**Run 1: metal layers overlaid**

Two of the layers only.
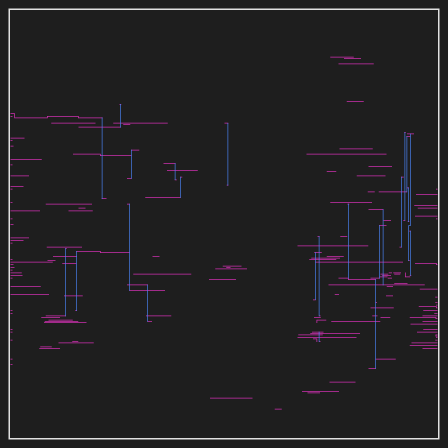
**Run 1: M2 wires**

Cells faint in the background.
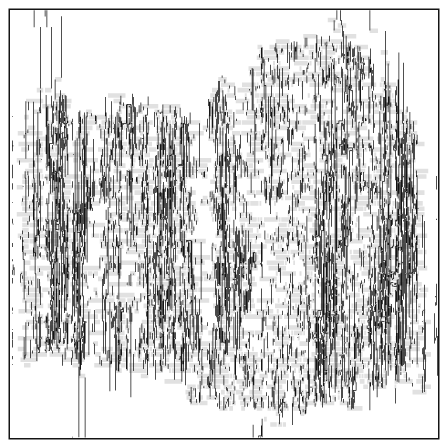
**Run 1: met4 routing**

Scale bar: 50 µm. Cells faint in the background.
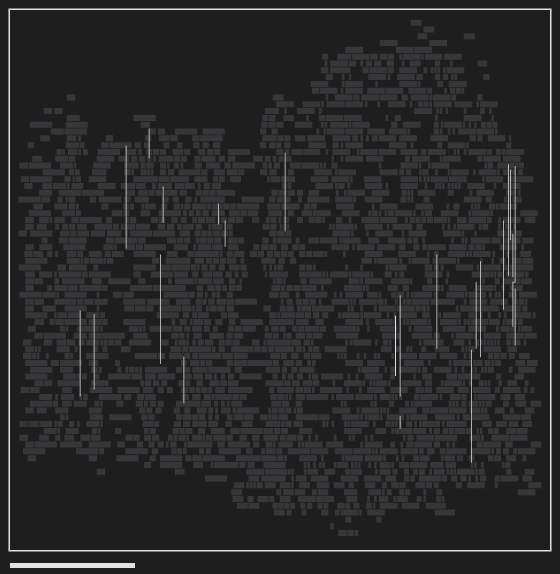
## src/rtl/nn_pkg.sv

```systemverilog
// rtl/nn_pkg.sv - shared inference-datapath types, widths and saturation helper
package nn_pkg;

    localparam int DEFAULT_DATA_W = 16;
    localparam int DEFAULT_ACC_W  = 32;

    // Widest signed value sat_signed accepts; callers sign-extend into it.
    localparam int SAT_WIDE_W = 64;

    typedef enum logic [0:0] {
        ACCUM = 1'b0,
        HOLD  = 1'b1
    } mac_state_t;

    // Clip a sign-extended wide value to acc_w signed bits.
    // Returns {sat_flag, value}; value is the low DEFAULT_ACC_W bits of the clipped result.
    function automatic logic [DEFAULT_ACC_W:0] sat_signed(
        input logic signed [SAT_WIDE_W-1:0] wide,
        input int                           acc_w
    );
        logic signed [SAT_WIDE_W-1:0] hi;
        logic signed [SAT_WIDE_W-1:0] lo;
        logic signed [SAT_WIDE_W-1:0] clipped;
        logic                         flag;
        hi      = (64'sd1 <<< (acc_w - 1)) - 64'sd1;
        lo      = -hi - 64'sd1;
        clipped = wide;
        flag    = 1'b0;
        if (wide > hi) begin
            clipped = hi;
            flag    = 1'b1;
        end else if (wide < lo) begin
            clipped = lo;
            flag    = 1'b1;
        end
        return {flag, clipped[DEFAULT_ACC_W-1:0]};
    endfunction

endpackage

```

## src/rtl/sat_clip.sv

```systemverilog
// rtl/sat_clip.sv - combinational signed clip of a wide accumulator to OUT_W bits
//
// Ports:
//   wide_i  IN_W   signed wide value
//   data_o  OUT_W  clipped signed value
//   sat_o   1      high when wide_i was outside the OUT_W signed range
module sat_clip
    import nn_pkg::*;
#(
    parameter int IN_W  = 36,
    parameter int OUT_W = DEFAULT_ACC_W
) (
    input  logic [IN_W-1:0]  wide_i,
    output logic [OUT_W-1:0] data_o,
    output logic             sat_o
);

    logic [SAT_WIDE_W-1:0]    wide_ext;
    logic [DEFAULT_ACC_W:0]   clip_res;

    assign wide_ext = {{(SAT_WIDE_W-IN_W){wide_i[IN_W-1]}}, wide_i};
    assign clip_res = sat_signed(wide_ext, OUT_W);
    assign sat_o    = clip_res[DEFAULT_ACC_W];
    assign data_o   = clip_res[OUT_W-1:0];

endmodule

```

## src/rtl/mac_accumulator.sv

```systemverilog
// rtl/mac_accumulator.sv - streaming signed dot-product stage with saturated output
//
// Ports:
//   clk, rst_n           clock, asynchronous active-low reset
//   in_valid/in_ready    operand-pair handshake (in_ready is a state decode)
//   in_a, in_b           DATA_W signed operands
//   out_valid/out_ready  result handshake
//   out_data             ACC_W signed saturated dot product
//   out_sat              out_data was clipped
module mac_accumulator
    import nn_pkg::*;
#(
    parameter int DATA_W  = DEFAULT_DATA_W,
    parameter int ACC_W   = DEFAULT_ACC_W,
    parameter int VEC_LEN = 8
) (
    input  logic              clk,
    input  logic              rst_n,
    input  logic              in_valid,
    output logic              in_ready,
    input  logic [DATA_W-1:0] in_a,
    input  logic [DATA_W-1:0] in_b,
    output logic              out_valid,
    input  logic              out_ready,
    output logic [ACC_W-1:0]  out_data,
    output logic              out_sat
);

    localparam int PROD_W = 2 * DATA_W;
    // Headroom of clog2(VEC_LEN)+1 bits keeps the running sum exact.
    localparam int AW     = PROD_W + $clog2(VEC_LEN) + 1;
    localparam int CNT_W  = (VEC_LEN > 1) ? $clog2(VEC_LEN) : 1;
    localparam logic [CNT_W-1:0] LAST_CNT = CNT_W'(VEC_LEN - 1);

    mac_state_t        state_q,     state_d;
    logic [AW-1:0]     acc_q,       acc_d;
    logic [CNT_W-1:0]  cnt_q,       cnt_d;
    logic              out_valid_q, out_valid_d;
    logic [ACC_W-1:0]  out_data_q,  out_data_d;
    logic              out_sat_q,   out_sat_d;

    logic [PROD_W-1:0] a_ext;
    logic [PROD_W-1:0] b_ext;
    logic [PROD_W-1:0] prod;
    logic [AW-1:0]     prod_ext;
    logic [AW-1:0]     sum;
    logic [ACC_W-1:0]  clip_data;
    logic              clip_sat;
    logic              accept;

    // Sign-extending both operands to the product width makes the low
    // PROD_W bits of an unsigned multiply equal the exact signed product.
    assign a_ext    = {{DATA_W{in_a[DATA_W-1]}}, in_a};
    assign b_ext    = {{DATA_W{in_b[DATA_W-1]}}, in_b};
    assign prod     = a_ext * b_ext;
    assign prod_ext = {{(AW-PROD_W){prod[PROD_W-1]}}, prod};
    assign sum      = acc_q + prod_ext;

    sat_clip #(
        .IN_W  (AW),
        .OUT_W (ACC_W)
    ) u_sat_clip (
        .wide_i (sum),
        .data_o (clip_data),
        .sat_o  (clip_sat)
    );

    assign in_ready = (state_q == ACCUM);
    assign accept   = in_valid && in_ready;

    always_comb begin
        state_d     = state_q;
        acc_d       = acc_q;
        cnt_d       = cnt_q;
        out_valid_d = out_valid_q;
        out_data_d  = out_data_q;
        out_sat_d   = out_sat_q;
        case (state_q)
            ACCUM: begin
                if (accept) begin
                    if (cnt_q == LAST_CNT) begin
                        out_data_d  = clip_data;
                        out_sat_d   = clip_sat;
                        out_valid_d = 1'b1;
                        acc_d       = '0;
                        cnt_d       = '0;
                        state_d     = HOLD;
                    end else begin
                        acc_d = sum;
                        cnt_d = cnt_q + 1'b1;
                    end
                end
            end
            HOLD: begin
                // HOLD always costs a cycle so no input beat shares a cycle
                // with the output handshake.
                if (out_ready) begin
                    out_valid_d = 1'b0;
                    state_d     = ACCUM;
                end
            end
            default: state_d = ACCUM;
        endcase
    end

    always_ff @(posedge clk or negedge rst_n) begin
        if (!rst_n) begin
            state_q     <= ACCUM;
            acc_q       <= '0;
            cnt_q       <= '0;
            out_valid_q <= 1'b0;
            out_data_q  <= '0;
            out_sat_q   <= 1'b0;
        end else begin
            state_q     <= state_d;
            acc_q       <= acc_d;
            cnt_q       <= cnt_d;
            out_valid_q <= out_valid_d;
            out_data_q  <= out_data_d;
            out_sat_q   <= out_sat_d;
        end
    end

    assign out_valid = out_valid_q;
    assign out_data  = out_data_q;
    assign out_sat   = out_sat_q;

endmodule

```

## config.mk

```make
export PLATFORM = sky130hd
export DESIGN_NAME = mac_accumulator
export DESIGN_NICKNAME = d
export VERILOG_FILES = /design/src/rtl/nn_pkg.sv /design/src/rtl/sat_clip.sv /design/src/rtl/mac_accumulator.sv
export SDC_FILE = /design/constraint.sdc
export NUM_CORES = 1
export LEC_CHECK = 0
export CAP_MARGIN = 5
export CORE_MARGIN = 3
export CORE_UTILIZATION = 35
export CTS_CLUSTER_DIAMETER = 40
export DETAILED_ROUTE_END_ITERATION = 12
export PLACE_DENSITY = 0.54
export SKIP_CTS_REPAIR_TIMING = 1
export SLEW_MARGIN = 5
export SYNTH_ARGS = -nofsm -noshare
export SYNTH_HDL_FRONTEND = slang
export SYNTH_HIERARCHICAL = 1
export SYNTH_SLANG_ARGS = --single-unit
```

## constraint.sdc

```tcl
create_clock -name clk -period 4.7 [get_ports clk]
set_clock_uncertainty 0.15 [all_clocks]
set_input_delay 0.47 -clock clk [delete_from_list [all_inputs] [get_ports clk]]
set_output_delay 0.47 -clock clk [all_outputs]
set_load 0.05 [all_outputs]
```

==> impl_metrics.py, run 1 <==
# Auto-generated metrics
metrics = {
    "run_status": {
        "run_status": "finished, violations left",
        "violations": "setup timing",
    },
    "worst_setup_path": {
        "critPathCapture": "out_data[18]$_DFFE_PN0P_",
        "critical_path.top_delay_family": "adder cells",
        "critPathLaunch": "in_a[6]",
        "crit_fanout": 6,
        "setup.worst_path.class": "in2reg",
        "critPathArrivalTime_ns": 8.80,
    },
    "sta": {
        "setup_violations": 63,
        "setup_slack_ns": -4.02,
        "layout_worst_path_cycle_share_pct": 186,
    },
    "cts": {
        "cts_tree": "built",
        "cts_inserted_buffers": 9,
    },
    "layout": {
        "sh_comb_area_pct": 62.0,
        "layout-drive-gt1-share_pct": 36.6,
        "lay_top_count": "sky130_fd_sc_hd__inv_1",
        "antenna_cells_inserted": 0,
        "largest_register": "acc_q",
        "multiInputCombCellCount": 1177,
    },
    "synthesis": {
        "mappedNetlistNets": 2060,
        "ys_ff": 74,
        "synth.yosys.chip_area_um2": 15400,
        "syn-instance-count": 1641,
        "logic_family_by_area": "adder cells",
        "post_synth_fa_ha_maj_area_fraction_pct": 43.9,
        "post_synth_mux_area_share_pct": 2.70,
    },
    "floorplan": {
        "die_height_um": 216,
        "placement_rows": 76,
    },
    "min_path": {
        "hold_path.class": "in2async",
    },
    "place": {
        "dpl_cell_area_um2": 19500,
    },
    "global_route": {
        "grt_antenna_before_repair": 0,
        "grt_util_met3_pct": 1.55,
    },
    "flow_run": {
        "maxCapViolCount": 0,
    },
}
-- 'metal layers overlaid' (at the start) --
magenta -> M3  # wire length 1500 µm
blue -> M4  # wire length 669 µm

-- 'M2 wires' (at the start) --
wire length on this layer = 20.3 mm
main direction = vertical

-- 'met4 routing' (at the start) --
longest straight run = 46.2 µm
main direction = vertical
wire length on this layer = 669 µm
share of all routed wire = 1.6%
nets with wire on the layer = 20

**Run 1: cell sizes after repair**

Scale bar: 50 µm.
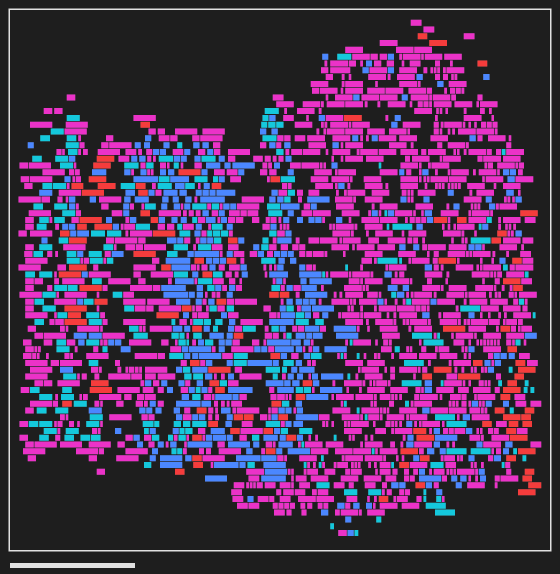

==> run 2: changes to the inputs <==
--- a/config.mk
+++ b/config.mk
@@ -11,6 +11,7 @@
 export CTS_CLUSTER_DIAMETER = 40
 export DETAILED_ROUTE_END_ITERATION = 12
 export PLACE_DENSITY = 0.54
+export SETUP_SLACK_MARGIN = 0.02
 export SKIP_CTS_REPAIR_TIMING = 1
 export SLEW_MARGIN = 5
 export SYNTH_ARGS = -nofsm -noshare
==> constraint.sdc (replaced) <==
create_clock -name clk -period 8.5 [get_ports clk]
set_clock_uncertainty 0.15 [all_clocks]
set_input_delay 0.85 -clock clk [delete_from_list [all_inputs] [get_ports clk]]
set_output_delay 0.85 -clock clk [all_outputs]
set_load 0.05 [all_outputs]
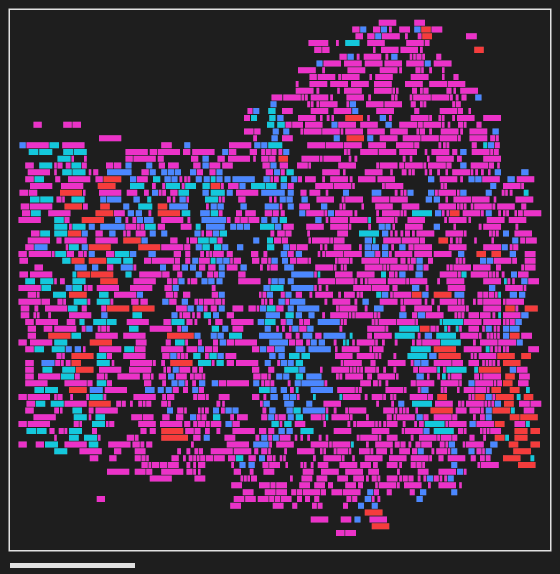
**Above:** run 2 (cell sizes after repair).
Scale bar: 50 µm.
cyan -> x2  # cells 178, most used mux2_2
red -> x6 and larger  # cells 80, most used buf_6
blue -> x3 and x4  # cells 337, most used buf_4
magenta -> x1 and smaller  # cells 1406, most used inv_1

==> impl_metrics.py, run 2 <==
# Auto-generated metrics
metrics = {
    "run_status": {
        "run_status": "finished, violations left",
        "violations": "setup timing",
    },
    "layout": {
        "area.sequential_um2": 1850,
        "multiInputCombCellCount": 1177,
        "inverters_excl_clock": 320,
        "sh_comb_area_pct": 61.4,
        "antenna_cells_inserted": 0,
        "lay_top_count": "sky130_fd_sc_hd__inv_1",
        "clock_network_share_of_area_pct": 1.51,
        "largest_cell_class": "combinational gates",
        "n_sequential_cell": 74,
        "flow.area_growth_from_synthesis_pct": 34.1,
        "layout-drive-gt1-share_pct": 29.7,
        "largest_register": "acc_q",
        "post_layout_nonfiller_instances": 2586,
    },
    "flow_run": {
        "maxCapViolCount": 0,
    },
    "synthesis": {
        "yosysSeqAreaShare_pct": 12.0,
        "logic_family_by_area": "adder cells",
        "topCellsByArea": "sky130_fd_sc_hd__fa_1, sky130_fd_sc_hd__dfrtp_1, sky130_fd_sc_hd__ha_1",
        "post_synth_mux_area_share_pct": 2.70,
        "ys_ff": 74,
        "synth_cell_type_count": 75,
        "compound_area_share_pct": 12.3,
        "yosys-stat-cells": 1641,
        "synth.yosys.chip_area_um2": 15400,
        "synth_warnings": 6,
        "mappedNetlistNets": 2060,
        "post_synth_fa_ha_maj_area_fraction_pct": 43.9,
        "enable_flop_cells": 0,
        "syn-instance-count": 1641,
        "ys_async_sr_fraction_pct": 100,
        "synthTopCellsByCount": "sky130_fd_sc_hd__inv_1, sky130_fd_sc_hd__fa_1, sky130_fd_sc_hd__nand2_1, sky130_fd_sc_hd__and2_1, sky130_fd_sc_hd__ha_1",
        "synth_top_cell_by_area": "sky130_fd_sc_hd__fa_1",
    },
    "worst_setup_path": {
        "critPathArrivalTime_ns": 9.04,
        "critPathLaunch": "in_a[7]",
        "critical_path.top_delay_family": "adder cells",
        "setup.worst_path.class": "in2reg",
        "crit_fanout": 6,
        "worst-r2r-cell-count": 15,
        "worstReg2RegEnd": "out_data[14]$_DFFE_PN0P_",
        "critPathCapture": "out_data[14]$_DFFE_PN0P_",
        "critPathMaxStageDelay_ns": 0.54,
    },
    "cts": {
        "cts_htree_levels": 3,
        "cts_tree": "built",
        "cts_inserted_buffers": 9,
    },
    "global_route": {
        "groute.usage.overall_pct": 17.7,
        "maximum_number_of_pins_on_one_net_before_global_route_repair": 75,
        "grt_residual_overflow": 0,
        "grt_use_met1_pct": 26.6,
        "grt_antenna_before_repair": 0,
        "grt_util_met3_pct": 1.53,
    },
    "min_path": {
        "timing.hold.worst_path_depth": 2,
        "hold_path.class": "reg2reg",
    },
    "floorplan": {
        "placement_rows": 76,
        "die_height_um": 216,
        "io_pins": 71,
        "core_density_at_floorplan_pct": 35.6,
    },
    "sta": {
        "setup_violations": 33,
        "layout_worst_path_cycle_share_pct": 106,
        "setup_slack_ns": -0.469,
        "slew_violations": 0,
        "tightest_slew_ns": 0.996,
    },
    "detailed_routing": {
        "antenna_violating_nets_post_route": 0,
        "drt_pre_antenna_iters": 7,
        "routed_wirelength_um": 41800,
        "detail_route.drc_violations": 0,
        "routed-wl-met2_um": 19800,
        "dr_wl_met3_um": 1340,
    },
    "place": {
        "dpl_cell_area_um2": 19100,
    },
}
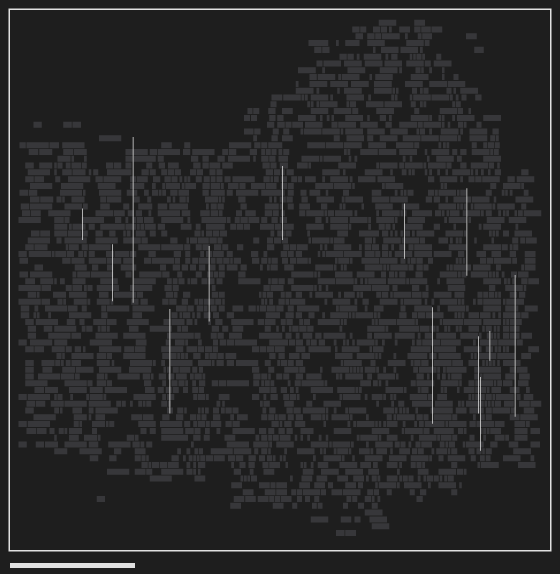
**Above:** run 2 (met4 routing).
Scale bar: 50 µm. Cells faint in the background.
main direction = vertical
wire length on this layer = 432 µm
longest straight run = 66.0 µm
nets with wire on the layer = 12
share of all routed wire = 1.0%

**Run 2: clock nets**

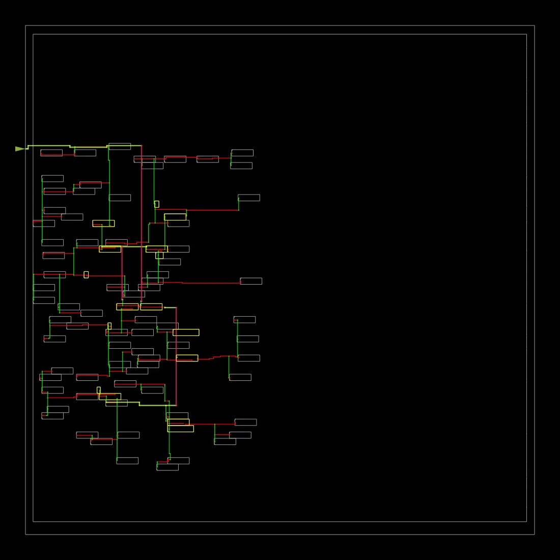

==> run 3: changes to the inputs <==
--- a/config.mk
+++ b/config.mk
@@ -8,12 +8,13 @@
 export CAP_MARGIN = 5
 export CORE_MARGIN = 3
 export CORE_UTILIZATION = 35
+export CTS_BUF_LIST = sky130_fd_sc_hd__clkbuf_16
 export CTS_CLUSTER_DIAMETER = 40
 export DETAILED_ROUTE_END_ITERATION = 12
 export PLACE_DENSITY = 0.54
 export SETUP_SLACK_MARGIN = 0.02
 export SKIP_CTS_REPAIR_TIMING = 1
-export SLEW_MARGIN = 5
+export SLEW_MARGIN = 20
 export SYNTH_ARGS = -nofsm -noshare
 export SYNTH_HDL_FRONTEND = slang
 export SYNTH_HIERARCHICAL = 1
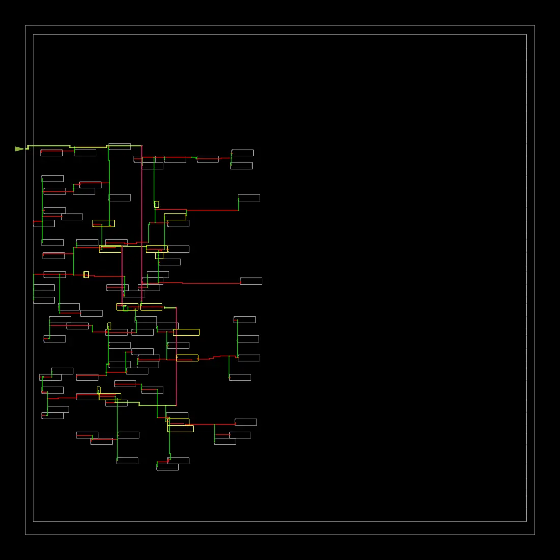
**Above:** run 3 (clock nets).
clk sinks: 74

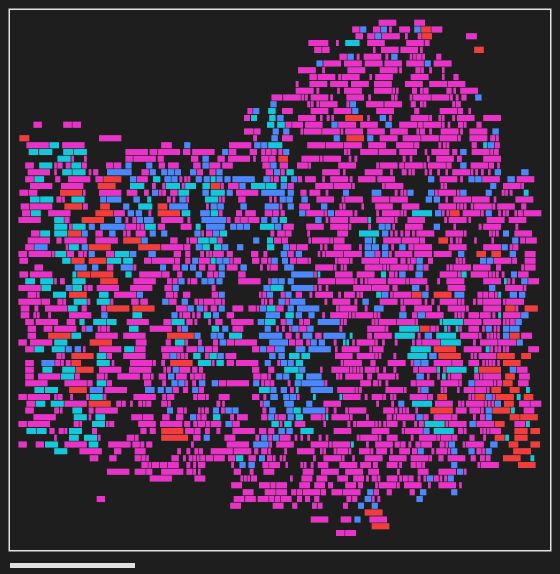
**Above:** run 3 (cell sizes after repair).
Scale bar: 50 µm.
blue -> x3 and x4  # cells 336, most used buf_4
cyan -> x2  # cells 178, most used mux2_2
magenta -> x1 and smaller  # cells 1406, most used inv_1
red -> x6 and larger  # cells 81, most used buf_6

==> impl_metrics.py, run 3 <==
# Auto-generated metrics
metrics = {
    "global_route": {
        "grt_antenna_before_repair": 0,
        "maximum_number_of_pins_on_one_net_before_global_route_repair": 75,
        "groute.usage.overall_pct": 17.7,
        "grt_util_met3_pct": 1.53,
        "grt_residual_overflow": 0,
    },
    "synthesis": {
        "synth_cell_type_count": 75,
        "enable_flop_cells": 0,
        "synth_top_cell_by_area": "sky130_fd_sc_hd__fa_1",
        "post_synth_fa_ha_maj_area_fraction_pct": 43.9,
        "compound_area_share_pct": 12.3,
        "synth_warnings": 6,
        "mappedNetlistNets": 2060,
        "yosysSeqAreaShare_pct": 12.0,
        "syn-instance-count": 1641,
        "post_synth_mux_area_share_pct": 2.70,
        "synthTopCellsByCount": "sky130_fd_sc_hd__inv_1, sky130_fd_sc_hd__fa_1, sky130_fd_sc_hd__nand2_1, sky130_fd_sc_hd__and2_1, sky130_fd_sc_hd__ha_1",
        "logic_family_by_area": "adder cells",
        "synth.yosys.chip_area_um2": 15400,
        "ys_ff": 74,
        "yosys-stat-cells": 1641,
        "ys_async_sr_fraction_pct": 100,
        "topCellsByArea": "sky130_fd_sc_hd__fa_1, sky130_fd_sc_hd__dfrtp_1, sky130_fd_sc_hd__ha_1",
    },
    "place": {
        "dpl_cell_area_um2": 19100,
    },
    "floorplan": {
        "core_density_at_floorplan_pct": 35.6,
        "die_height_um": 216,
        "io_pins": 71,
    },
    "layout": {
        "lay_top_count": "sky130_fd_sc_hd__inv_1",
        "sh_comb_area_pct": 61.3,
        "layout-drive-gt1-share_pct": 29.7,
        "clock_network_share_of_area_pct": 1.51,
        "multiInputCombCellCount": 1177,
        "area.sequential_um2": 1850,
        "inverters_excl_clock": 320,
        "flow.area_growth_from_synthesis_pct": 34.1,
        "largest_register": "acc_q",
    },
    "run_status": {
        "run_status": "finished, violations left",
        "violations": "setup timing",
    },
    "sta": {
        "layout_worst_path_cycle_share_pct": 106,
        "setup_slack_ns": -0.472,
        "slew_violations": 0,
        "setup_violations": 33,
        "tightest_slew_ns": 0.974,
    },
    "flow_run": {
        "maxCapViolCount": 0,
    },
    "detailed_routing": {
        "antenna_violating_nets_post_route": 0,
        "drt_pre_antenna_iters": 5,
        "dr_wl_met3_um": 1390,
        "routed_wirelength_um": 41800,
    },
    "worst_setup_path": {
        "critPathMaxStageDelay_ns": 0.54,
        "setup.worst_path.class": "in2reg",
        "worstReg2RegEnd": "out_data[14]$_DFFE_PN0P_",
        "crit_fanout": 6,
        "critPathArrivalTime_ns": 9.04,
        "worst-r2r-cell-count": 15,
        "critPathCapture": "out_data[14]$_DFFE_PN0P_",
    },
    "cts": {
        "cts_htree_levels": 3,
        "cts_tree": "built",
    },
    "min_path": {
        "timing.hold.worst_path_depth": 2,
    },
}
